### config.mk
export PLATFORM = sky130hd
export DESIGN_NAME = pga_pot_writer
export DESIGN_NICKNAME = d
export VERILOG_FILES = /design/src/rtl/pga_pot_writer.sv
export SDC_FILE = /design/constraint.sdc
export NUM_CORES = 1
export LEC_CHECK = 0
export ABC_AREA = 1
export CAP_MARGIN = 20
export CORE_MARGIN = 5
export CORE_UTILIZATION = 25
export CTS_CLUSTER_DIAMETER = 60
export CTS_CLUSTER_SIZE = 28
export DETAILED_ROUTE_END_ITERATION = 12
export HOLD_SLACK_MARGIN = 0.06
export PLACE_DENSITY_LB_ADDON = 0.08
export SYNTH_ARGS = -nofsm -noshare
export SYNTH_HDL_FRONTEND = slang
export SYNTH_SLANG_ARGS = --single-unit
### constraint.sdc
create_clock -name clk_i -period 1.65 [get_ports clk_i]
set_input_delay 0.165 -clock clk_i [delete_from_list [all_inputs] [get_ports clk_i]]
set_output_delay 0.165 -clock clk_i [all_outputs]
set_load 0.01 [all_outputs]
### src/rtl/pga_pot_writer.sv
// pga_pot_writer: commits a PGA pot code and an HGA-bypass request to hardware.
// A change is sent to the pot as a 16-bit SPI mode-0 write {CMD_BYTE, code}, MSB first.
// Build option PGA_POT_WRITER_SEQ_EN: when defined, the bypass pin is moved before
// the write (on entering bypass) or after it (on leaving bypass), with a settle
// wait each time. When undefined, the pin takes the new value as chip select falls.
module pga_pot_writer #(
    parameter int         CLK_DIV       = 4,
    parameter int         SETTLE_CYCLES = 16,
    parameter logic [7:0] CMD_BYTE      = 8'h11
) (
    input  logic       clk_i,
    input  logic       rst_i,
    input  logic [7:0] pga_code_i,
    input  logic       hga_bypass_i,
    output logic       sclk_o,
    output logic       cs_n_o,
    output logic       mosi_o,
    output logic       hga_bypass_o,
    output logic       busy_o,
    output logic       done_o
);

    // One down-counter times every phase, so it must hold the longer of the two loads.
    localparam int CNT_MAX = (SETTLE_CYCLES > CLK_DIV - 1) ? SETTLE_CYCLES : CLK_DIV - 1;
    localparam int CW      = $clog2(CNT_MAX + 1);
    localparam logic [CW-1:0] DIV_LOAD = CW'(CLK_DIV - 1);
`ifdef PGA_POT_WRITER_SEQ_EN
    // A bypass state lasts SETTLE_CYCLES + 1 cycles, the pin moving on its entry edge.
    localparam logic [CW-1:0] SETTLE_LOAD = CW'(SETTLE_CYCLES);
`endif

    typedef enum logic [2:0] {
        IDLE,
        BYP_PRE,
        CS_SETUP,
        SHIFT_HI,
        SHIFT_LO,
        CS_HOLD,
        BYP_POST,
        GAP
    } state_t;

    state_t        r_state,   w_state;
    logic [CW-1:0] r_cnt,     w_cnt;
    logic [3:0]    r_bit,     w_bit;
    logic [15:0]   r_frame,   w_frame;
    logic          r_snapByp, w_snapByp;
    logic [8:0]    r_commit,  w_commit;
    logic          r_valid,   w_valid;
    logic          r_sclk,    w_sclk;
    logic          r_csN,     w_csN;
    logic          r_mosi,    w_mosi;
    logic          r_hga,     w_hga;
    logic          r_done,    w_done;
    logic [3:0]    w_bitDn;

    assign w_bitDn = r_bit - 4'd1;

    // Next-state and next-output decisions. Every output is a register, so the pins never glitch.
    always_comb begin
        w_state   = r_state;
        w_cnt     = r_cnt - CW'(1);
        w_bit     = r_bit;
        w_frame   = r_frame;
        w_snapByp = r_snapByp;
        w_commit  = r_commit;
        w_valid   = r_valid;
        w_sclk    = r_sclk;
        w_csN     = r_csN;
        w_mosi    = r_mosi;
        w_hga     = r_hga;
        w_done    = 1'b0;
        case (r_state)
            IDLE: begin
                w_cnt = r_cnt;
                if (!r_valid || ({hga_bypass_i, pga_code_i} != r_commit)) begin
                    w_frame   = {CMD_BYTE, pga_code_i};
                    w_snapByp = hga_bypass_i;
`ifdef PGA_POT_WRITER_SEQ_EN
                    if (hga_bypass_i && !r_hga) begin
                        w_state = BYP_PRE;
                        w_hga   = 1'b1;
                        w_cnt   = SETTLE_LOAD;
                    end else begin
                        w_state = CS_SETUP;
                        w_csN   = 1'b0;
                        w_mosi  = CMD_BYTE[7];
                        w_cnt   = DIV_LOAD;
                    end
`else
                    w_state = CS_SETUP;
                    w_csN   = 1'b0;
                    w_mosi  = CMD_BYTE[7];
                    w_cnt   = DIV_LOAD;
                    w_hga   = hga_bypass_i;
`endif
                end
            end
            BYP_PRE: begin
                if (r_cnt == '0) begin
                    w_state = CS_SETUP;
                    w_csN   = 1'b0;
                    w_mosi  = r_frame[15];
                    w_cnt   = DIV_LOAD;
                end
            end
            CS_SETUP: begin
                if (r_cnt == '0) begin
                    w_state = SHIFT_HI;
                    w_sclk  = 1'b1;
                    w_bit   = 4'd15;
                    w_cnt   = DIV_LOAD;
                end
            end
            SHIFT_HI: begin
                if (r_cnt == '0) begin
                    w_sclk = 1'b0;
                    w_cnt  = DIV_LOAD;
                    if (r_bit == 4'd0) begin
                        w_state = CS_HOLD;
                    end else begin
                        w_state = SHIFT_LO;
                        w_bit   = w_bitDn;
                        w_mosi  = r_frame[w_bitDn];
                    end
                end
            end
            SHIFT_LO: begin
                if (r_cnt == '0) begin
                    w_state = SHIFT_HI;
                    w_sclk  = 1'b1;
                    w_cnt   = DIV_LOAD;
                end
            end
            CS_HOLD: begin
                if (r_cnt == '0) begin
                    w_csN  = 1'b1;
                    w_mosi = 1'b0;
`ifdef PGA_POT_WRITER_SEQ_EN
                    if (!r_snapByp && r_hga) begin
                        w_state = BYP_POST;
                        w_hga   = 1'b0;
                        w_cnt   = SETTLE_LOAD;
                    end else begin
                        w_state = GAP;
                        w_cnt   = DIV_LOAD;
                    end
`else
                    w_state = GAP;
                    w_cnt   = DIV_LOAD;
`endif
                end
            end
            BYP_POST: begin
                if (r_cnt == '0) begin
                    w_state = GAP;
                    w_cnt   = DIV_LOAD;
                end
            end
            GAP: begin
                if (r_cnt == CW'(1)) begin
                    w_done = 1'b1;
                end
                if (r_cnt == '0) begin
                    w_state  = IDLE;
                    w_commit = {r_snapByp, r_frame[7:0]};
                    w_valid  = 1'b1;
                end
            end
            default: begin
                w_state = IDLE;
                w_cnt   = '0;
            end
        endcase
    end

    // State and output registers; reset parks the pins idle with the HGA safely bypassed.
    always_ff @(posedge clk_i or posedge rst_i) begin
        if (rst_i) begin
            r_state   <= IDLE;
            r_cnt     <= '0;
            r_bit     <= 4'd0;
            r_frame   <= 16'h0000;
            r_snapByp <= 1'b1;
            r_commit  <= 9'h000;
            r_valid   <= 1'b0;
            r_sclk    <= 1'b0;
            r_csN     <= 1'b1;
            r_mosi    <= 1'b0;
            r_hga     <= 1'b1;
            r_done    <= 1'b0;
        end else begin
            r_state   <= w_state;
            r_cnt     <= w_cnt;
            r_bit     <= w_bit;
            r_frame   <= w_frame;
            r_snapByp <= w_snapByp;
            r_commit  <= w_commit;
            r_valid   <= w_valid;
            r_sclk    <= w_sclk;
            r_csN     <= w_csN;
            r_mosi    <= w_mosi;
            r_hga     <= w_hga;
            r_done    <= w_done;
        end
    end

    assign sclk_o       = r_sclk;
    assign cs_n_o       = r_csN;
    assign mosi_o       = r_mosi;
    assign hga_bypass_o = r_hga;
    assign busy_o       = (r_state != IDLE);
    assign done_o       = r_done;

endmodule

Figure 1. Routed clock nets over the placement (run 1).
Drawn at 3 px/um.
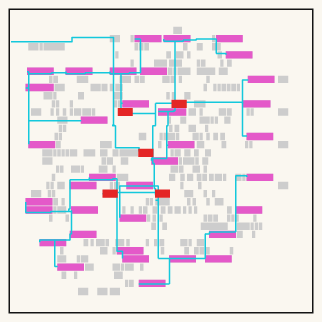
Key: magenta = flip-flops [count 36]; red = clock drivers [count 5]; cyan = clock wires [length 620 um]
Position of the flops: spread over the die.

Figure 2. Signal wires by layer (run 1).
Drawn at 4 px/um.
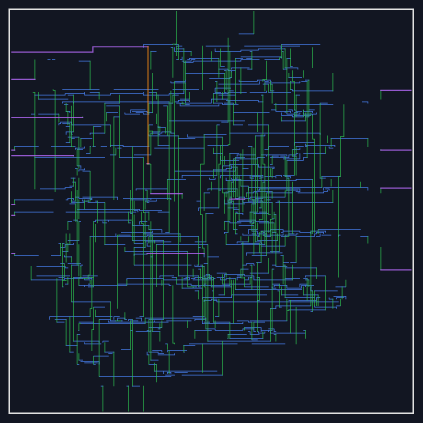
Key: green = metal 2 [wire length 2,280 um]; purple = metal 3 [wire length 133 um]; orange = metal 4 [wire length 29.2 um]; blue = metal 1 [wire length 2,330 um]

Figure 3. Supply network (run 1).
Drawn at 4 px/um. Pins as bars on the die edge.
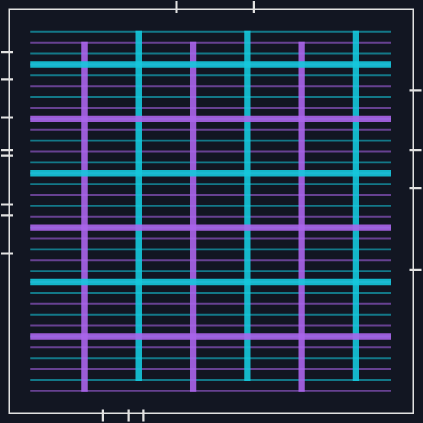
Key: purple = VSS; cyan = VDD
6 straps on met5. 6 straps on met4.

==> qor.log, run 1 <==
INFO  yosys          async_reset_ff_frac=1.00
INFO  worst_setup_path worstPathArrival=1360ps
INFO  clock_tree     cts_buffers=5
INFO  worst_setup_path r2r_cells=8
INFO  clock_tree     ctsLongestPathBuffers=2
INFO  global_route   grt_pass1_wl=8.34mm
INFO  worst_setup_path critPathSlowestCell=sky130_fd_sc_hd__dfstp_2
INFO  clock_tree     root_buffer=sky130_fd_sc_hd__clkbuf_8
INFO  yosys          synthMostInstantiatedCell=sky130_fd_sc_hd__nand2_1
INFO  yosys          synthesis.yosys.warnings=0
INFO  run            cap_viol_max_count=0
INFO  worst_setup_path path_buffers=1
INFO  finish         area.sequential=905squm
INFO  power          seqPwrFrac=0.539
INFO  yosys          postSynthAreaPerCell=8.15squm
INFO  run            log.warning_count=29
INFO  power          power_frac_comb=0.064
INFO  power          leakage=1.22nW
INFO  placement      finalWeightedCongestion=0.777
INFO  worst_setup_path worst-setup-path-type=reg -> out
INFO  drt            drtAntennaViolNets=0
INFO  sta            worst_pin_slew=276ps
INFO  yosys          ys_top_cells_by_count=sky130_fd_sc_hd__nand2_1, sky130_fd_sc_hd__dfrtp_1, sky130_fd_sc_hd__inv_1
INFO  clock_tree     post_cts_hold_buffer_count=0
INFO  finish         insertedDiodeCount=0
INFO  power          internal_power=1.29mW
INFO  floorplan      core_area=0.00809sqmm
INFO  placement      post-place-ws=-79.4ps
INFO  finish         mi_logic_area=993squm
INFO  worst_setup_path critical-path-top-delay-family=flip-flops
INFO  drt            vias_per_cell=4.25
INFO  clock_tree     insertion_delay=280ps
INFO  yosys          netlist.top_cell.by_area=sky130_fd_sc_hd__dfrtp_1
INFO  sta            final_critical_path_setup_slack=130ps
INFO  placement      port-buffer-count=16
INFO  clock_tree     tritoncts=done
INFO  sta            clock_skew=3.52ps
INFO  yosys          synthesis_area_per_yosys=0.00205sqmm
INFO  min_path       worstHoldPathType=in -> async
INFO  yosys          postSynthCellCount=252
INFO  worst_setup_path crit_path_depth=1
INFO  global_route   grt_max_degree=37
INFO  drt            dr.pass1.iters=4
INFO  sta            final_setup_violation_count=0
INFO  placement      post_dp_cell_area=0.00248sqmm
INFO  floorplan      die_area=0.0101sqmm
INFO  floorplan      io-pin-count=17
INFO  floorplan      row_count=33
INFO  sta            layout_worst_path_cycle_share=0.921
INFO  yosys          synth.net_count=268
INFO  yosys          ff_type=sky130_fd_sc_hd__dfrtp_1
INFO  drt            route.detailed.wl_per_inst=11.9um
INFO  yosys          synth.yosys.num_cells=252
INFO  floorplan      core_density_at_floorplan=0.254
INFO  sta            f_max=658MHz
INFO  yosys          area_leaders=sky130_fd_sc_hd__dfrtp_1, sky130_fd_sc_hd__nand2_1, sky130_fd_sc_hd__inv_1
INFO  global_route   gr-usage-all-layers=0.105
INFO  power          sw_frac_of_total=0.229
INFO  drt            detail_route.wirelength=4.77mm
INFO  clock_tree     h_tree_levels=2
INFO  drt            via_count=1,697
INFO  sta            unrepaired_setup_endpoints_after_global_routing=false
INFO  yosys          post_synth_instance_area=0.00205sqmm
INFO  worst_setup_path crit_path_max_fanout=3
INFO  drt            post-route-drc-count=0
INFO  power          power.net_switching=384uW
INFO  floorplan      fp.dieW=101um
INFO  worst_setup_path worstSetupStartpointType=flop
INFO  power          clkPwrFrac=0.397
INFO  placement      hpwlAfterDp=3.53mm
INFO  worst_setup_path worst_path_largest_cell_delay=540ps
INFO  yosys          netlist-cell-type-count=32
INFO  finish         final_net_count=309
INFO  yosys          post_synth_tally_of_flip_flops_with_integrated_enable=0
INFO  finish         drive_gt1_frac=0.245
INFO  sta            timing_max_transition_violations_final=0
INFO  yosys          postSynthSeqShare=0.440
INFO  yosys          top_area_frac=0.414
INFO  global_route   grt_pass1_vias=1,743
INFO  finish         area_delta_synth_final=26.5%
INFO  outcome        run_status=finished, final reports clean
INFO  worst_setup_path timing.critical_path.cells=clkdlybuf4s50_1
INFO  yosys          synth-seq-cells=36
INFO  sta            slew_headroom=0.814
INFO  clock_tree     cts_sinks=36
INFO  power          ir_worst_vdd=302uV
INFO  drt            initialDrtViolationCount=85
INFO  worst_setup_path timing.critical_path.to_type=output port
INFO  floorplan      die_h=101um
INFO  global_route   overflow=0
INFO  sta            final_period_minus_worst_setup_slack=1520ps
INFO  worst_setup_path worst-endpoint-required=1480ps
INFO  clock_tree     clk_pin_slew_worst_paths=70ps
INFO  finish         final_cell_area=0.00260sqmm
INFO  global_route   antenna_found_initial=0
INFO  power          pwr_density_cell=645mW/mm^2
INFO  sta            timing.final.hold_violations=0
INFO  finish         num-fill-cells=883
## run 1: power by group through the flow
stage               registers (mW)  clock network (mW)  logic [mW]
floorplan                    0.918                   0      0.0499
global placement             0.922                   0       0.112
detailed placement           0.922                   0       0.111
CTS                          0.904               0.708       0.111
global route                 0.906               0.743       0.123
finish                       0.904               0.665       0.107
## run 1: state kept, by name, indices dropped and copies added (netlist names), 3 cells and up
signal / flops
r_frame: 9
r_state: 3
r_cnt: 5
r_bit: 4
r_commit: 9
## run 1: metrics by stage
step	power, mW	instances	TNS, ps	hold slack [ps]	util
after floorplan	0.968	252	0	262	-
after global placement	1.03	390	-831	450	0.306
after detailed placement	1.03	390	-750	453	0.306
after CTS	1.72	399	0	225	0.318
after global routing	1.77	399	0	243	0.321
final	1.68	399	0	225	0.321
## run 1: area by class of cell
class,count,area share
Inverter,38,0.0549
Sequential cell,36,0.348
Multi-Input combinational cell,174,0.382
Timing Repair Buffer,38,0.130
Clock buffer,8,0.0347
Tap cell,105,0.0506
## run 1: cell usage in the layout, fill, tap and decap left out, drive strengths merged, types with 3 or more instances in the layout
| cell | synthesis | final |
|---|---|---|
| inv | 35 | 37 |
| a21oi | 12 | 12 |
| buf | 4 | 22 |
| dfrtp | 34 | 34 |
| nand3 | 20 | 20 |
| nand4 | 8 | 8 |
| xnor2 | 4 | 4 |
| clkbuf | 0 | 8 |
| ha | 5 | 5 |
| nand2 | 65 | 65 |
| nor2 | 25 | 25 |
| o21ai | 25 | 25 |
| clkdlybuf4s50 | 0 | 15 |
| mux2 | 3 | 3 |
## run 1: metal layers
layer	routed length, um	vias up	global-route usage	share of wire
met1	2330	783	0.135	0.49
met3	133	2	0.0256	0.028
met5	0	-	0	0
met2	2280	18	0.173	0.48
met4	29	0	0.0342	0.0061
li1	-	894	-	-
## run 1: final timing paths
path / slack (ps) / startpoint / endpoint
setup / recovery: 130 / hga_bypass_o$_DFFE_PP1P_ / hga_bypass_o
hold / removal: 220 / rst_i / r_commit[8]$_DFFE_PP0P_
setup reg to reg: 150 / r_cnt[0]$_DFFE_PP0P_ / r_commit[4]$_DFFE_PP0P_
hold reg to reg: 460 / cs_n_o$_DFFE_PP1P_ / cs_n_o$_DFFE_PP1P_
max in group asynchronous: 1170 / rst_i / cs_n_o$_DFFE_PP1P_
min in group clk_i: 440 / hga_bypass_i / hga_bypass_o$_DFFE_PP1P_
## run 1: what timing repair did
| item | in CTS | in global routing |
|---|---|---|
| setup endpoints to repair | 1 | 4 |
| setup buffers | 1 | 0 |
| hold endpoints to repair | 0 | 0 |
| cloned | 0 | 0 |
| gates resized | 2 | 6 |
## run 1: cells by family after synthesis
group                    after synthesis  share of synthesized area
multiplexers                           3                     0.0164
adder cells (fa/ha/maj)                5                     0.0305
AND-OR/OR-AND                         39                      0.112
buffers and inverters                 42                     0.0883
XOR/XNOR                               6                     0.0256
AND/OR/NAND/NOR                      121                      0.287
flip-flops                            36                      0.440
Figure 4. Clock routing (run 1).
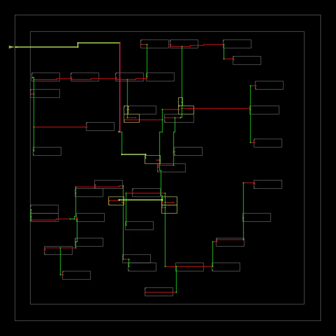

==> run 1 -> run 2 <==
--- a/config.mk
+++ b/config.mk
@@ -13,7 +13,9 @@
 export CTS_CLUSTER_SIZE = 28
 export DETAILED_ROUTE_END_ITERATION = 12
 export HOLD_SLACK_MARGIN = 0.06
+export MAX_ROUTING_LAYER = met4
 export PLACE_DENSITY_LB_ADDON = 0.08
+export SLEW_MARGIN = 20
 export SYNTH_ARGS = -nofsm -noshare
 export SYNTH_HDL_FRONTEND = slang
 export SYNTH_SLANG_ARGS = --single-unit
Figure 5. Clock routing (run 2).
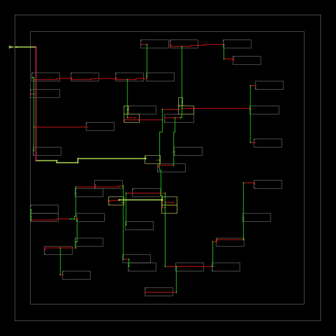
Seq cells: 36
number of buffers created by CTS: 5
Clock group: 667 uW

==> qor.log, run 2 <==
INFO  yosys          synth-seq-cells=36 [unchanged]
INFO  sta            slew_headroom=0.814 [unchanged]
INFO  worst_setup_path worst_path_largest_cell_delay=540ps [about the same]
INFO  yosys          netlist.top_cell.by_area=sky130_fd_sc_hd__dfrtp_1
INFO  placement      port-buffer-count=16 [unchanged]
INFO  floorplan      io-pin-count=17 [unchanged]
INFO  power          ir_worst_vdd=302uV [about the same]
INFO  worst_setup_path critical-path-top-delay-family=flip-flops
INFO  clock_tree     root_buffer=sky130_fd_sc_hd__clkbuf_8
INFO  yosys          netlist-cell-type-count=32 [unchanged]
INFO  power          clkPwrFrac=0.397 [about the same]
INFO  yosys          ys_top_cells_by_count=sky130_fd_sc_hd__nand2_1, sky130_fd_sc_hd__dfrtp_1, sky130_fd_sc_hd__inv_1
INFO  global_route   antenna_found_initial=0 [unchanged]
INFO  placement      post-place-ws=-79.4ps [unchanged]
INFO  sta            unrepaired_setup_endpoints_after_global_routing=false
INFO  sta            finalSetupTns=0ps [unchanged]
INFO  floorplan      die_h=101um [unchanged]
INFO  yosys          postSynthCellCount=252 [unchanged]
INFO  drt            route.detailed.wl_per_inst=11.9um [about the same]
INFO  finish         final_net_count=309 [unchanged]
INFO  power          power_frac_comb=0.064 [about the same]
INFO  drt            vias_per_cell=4.25 [-0.12%]
INFO  yosys          ff_type=sky130_fd_sc_hd__dfrtp_1
INFO  worst_setup_path timing.critical_path.to_type=output port
INFO  global_route   grt_max_degree=37 [unchanged]
INFO  global_route   grt_pass1_wl=8.33mm [about the same]
INFO  sta            worst_pin_slew=276ps [unchanged]
INFO  yosys          synthMostInstantiatedCell=sky130_fd_sc_hd__nand2_1
INFO  yosys          synthesis_area_per_yosys=0.00205sqmm [unchanged]
INFO  sta            final_setup_violation_count=0 [unchanged]
INFO  power          seqPwrFrac=0.539 [about the same]
INFO  finish         area_delta_synth_final=26.5% [unchanged]
INFO  clock_tree     h_tree_levels=2 [unchanged]
INFO  drt            post-route-drc-count=0 [unchanged]
INFO  finish         drive_gt1_frac=0.245 [unchanged]
INFO  floorplan      core_area=0.00809sqmm [unchanged]
INFO  global_route   grt_pass1_vias=1,743 [unchanged]
INFO  finish         final_layout_top_logic_cells=sky130_fd_sc_hd__nand2_1, sky130_fd_sc_hd__dfrtp_1, sky130_fd_sc_hd__inv_1, sky130_fd_sc_hd__buf_4, sky130_fd_sc_hd__nor2_1
INFO  floorplan      fp.dieW=101um [unchanged]
INFO  yosys          top_area_frac=0.414 [unchanged]
INFO  sta            layout_worst_path_cycle_share=0.924 [+0.00244]
INFO  power          power.net_switching=386uW [+0.52%]
INFO  power          leakage=1.22nW [unchanged]
INFO  drt            initialDrtViolationCount=100 [+18%]
INFO  drt            drtAntennaViolNets=0 [unchanged]
INFO  finish         layout_top_cell_excl_fill_tap=sky130_fd_sc_hd__nand2_1
INFO  placement      post_dp_cell_area=0.00248sqmm [unchanged]
INFO  yosys          post_synth_tally_of_flip_flops_with_integrated_enable=0 [unchanged]
INFO  power          internal_power=1.29mW [about the same]
INFO  outcome        run_status=finished, final reports clean
INFO  clock_tree     clk_pin_slew_worst_paths=70ps [about the same]
INFO  placement      hpwlAfterDp=3.53mm [unchanged]
INFO  floorplan      core_density_at_floorplan=0.254 [unchanged]
INFO  min_path       worstHoldPathType=in -> async
INFO  sta            final_critical_path_setup_slack=126ps [-4.02 ps]
INFO  placement      finalWeightedCongestion=0.787 [+1.4%]
INFO  floorplan      row_count=33 [unchanged]
INFO  sta            final_period_minus_worst_setup_slack=1520ps [+4.02 ps]
INFO  worst_setup_path worstPathArrival=1360ps [about the same]
INFO  clock_tree     insertion_delay=280ps [about the same]
INFO  power          sw_frac_of_total=0.230 [+0.000913]
INFO  yosys          async_reset_ff_frac=1.00 [unchanged]
INFO  clock_tree     cts_sinks=36 [unchanged]
INFO  worst_setup_path worst-endpoint-required=1480ps [about the same]
INFO  worst_setup_path critPathSlowestCell=sky130_fd_sc_hd__dfstp_2
INFO  sta            f_max=656MHz [-0.26%]
INFO  worst_setup_path timing.critical_path.cells=clkdlybuf4s50_1
INFO  yosys          synth.net_count=268 [unchanged]
INFO  worst_setup_path crit_path_max_fanout=3 [unchanged]
INFO  yosys          synthesis.yosys.warnings=0 [unchanged]
Figure 6. Signal wires by layer (run 2).
Drawn at 4 px/um.
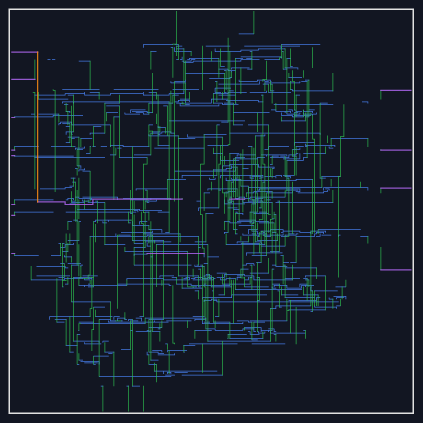
Key: blue = metal 1 [wire length 2,360 um]; purple = metal 3 [wire length 103 um]; green = metal 2 [wire length 2,270 um]; orange = metal 4 [wire length 37.4 um]
via count: 1,695
Routed Wire Length: 4.77 mm

[run 2: area by class of cell]
cell class / count / area, sq um / area share
multi-input combinational: 174 / 993 / 0.382
sequential: 36 / 905 / 0.348
timing repair buffer: 38 / 337 / 0.130
inverter: 38 / 143 / 0.0549
tap: 105 / 131 / 0.0506
clock buffer: 8 / 90.1 / 0.0347
[run 2: power groups by stage]
stage	registers, mW	clock network, mW	logic (mW)
final	0.904	0.667	0.107
after global routing	0.906	0.743	0.122
after CTS	0.904	0.708	0.111
after detailed placement	0.922	0	0.111
after global placement	0.922	0	0.112
after floorplan	0.918	0	0.0499
[run 2: cell families after synthesis]
group / after synthesis / share of synthesized area
simple gates: 121 / 0.287
fa+ha+maj: 5 / 0.0305
xor+xnor: 6 / 0.0256
compound gates: 39 / 0.112
buf+inv: 42 / 0.0883
mux: 3 / 0.0164
flops: 36 / 0.440
[run 2: final timing paths]
check | cells past startpoint | slack (ps) | to | startpoint
hold reg to reg | 2 | 460 | cs_n_o$_DFFE_PP1P_ | cs_n_o$_DFFE_PP1P_
max in group asynchronous | 3 | 1170 | cs_n_o$_DFFE_PP1P_ | rst_i
setup / recovery | 1 | 130 | hga_bypass_o | hga_bypass_o$_DFFE_PP1P_
setup reg to reg | 8 | 150 | r_cnt[4]$_DFFE_PP0P_ | r_cnt[0]$_DFFE_PP0P_
min in group clk_i | 3 | 440 | hga_bypass_o$_DFFE_PP1P_ | hga_bypass_i
hold / removal | 3 | 220 | r_commit[8]$_DFFE_PP0P_ | rst_i
[run 2: repair_timing]
item                                    CTS  global route
gates resized                             2             6
endpoints found under the setup margin    1             4
hold endpoints to repair                  0             0
setup buffers                             1             0
pin swaps                                 0             0
[run 2: per-stage QoR]
stage,std cells,utilization,hold slack [ps],total power [mW]
2_1_floorplan,252,-,262,0.968
3_3_place_gp,390,0.306,450,1.03
3_5_place_dp,390,0.306,453,1.03
4_1_cts,399,0.318,225,1.72
5_1_grt,399,0.321,243,1.77
6_report,399,0.321,223,1.68
[run 2: layer usage]
layer,wire length (um),part of all wire,track usage
met1,2360,0.49,0.136
met2,2270,0.48,0.173
met3,102,0.021,0.0228
met4,37,0.0078,0.0342
met5,0,0,-
Power is estimated from default activity; no workload was simulated.
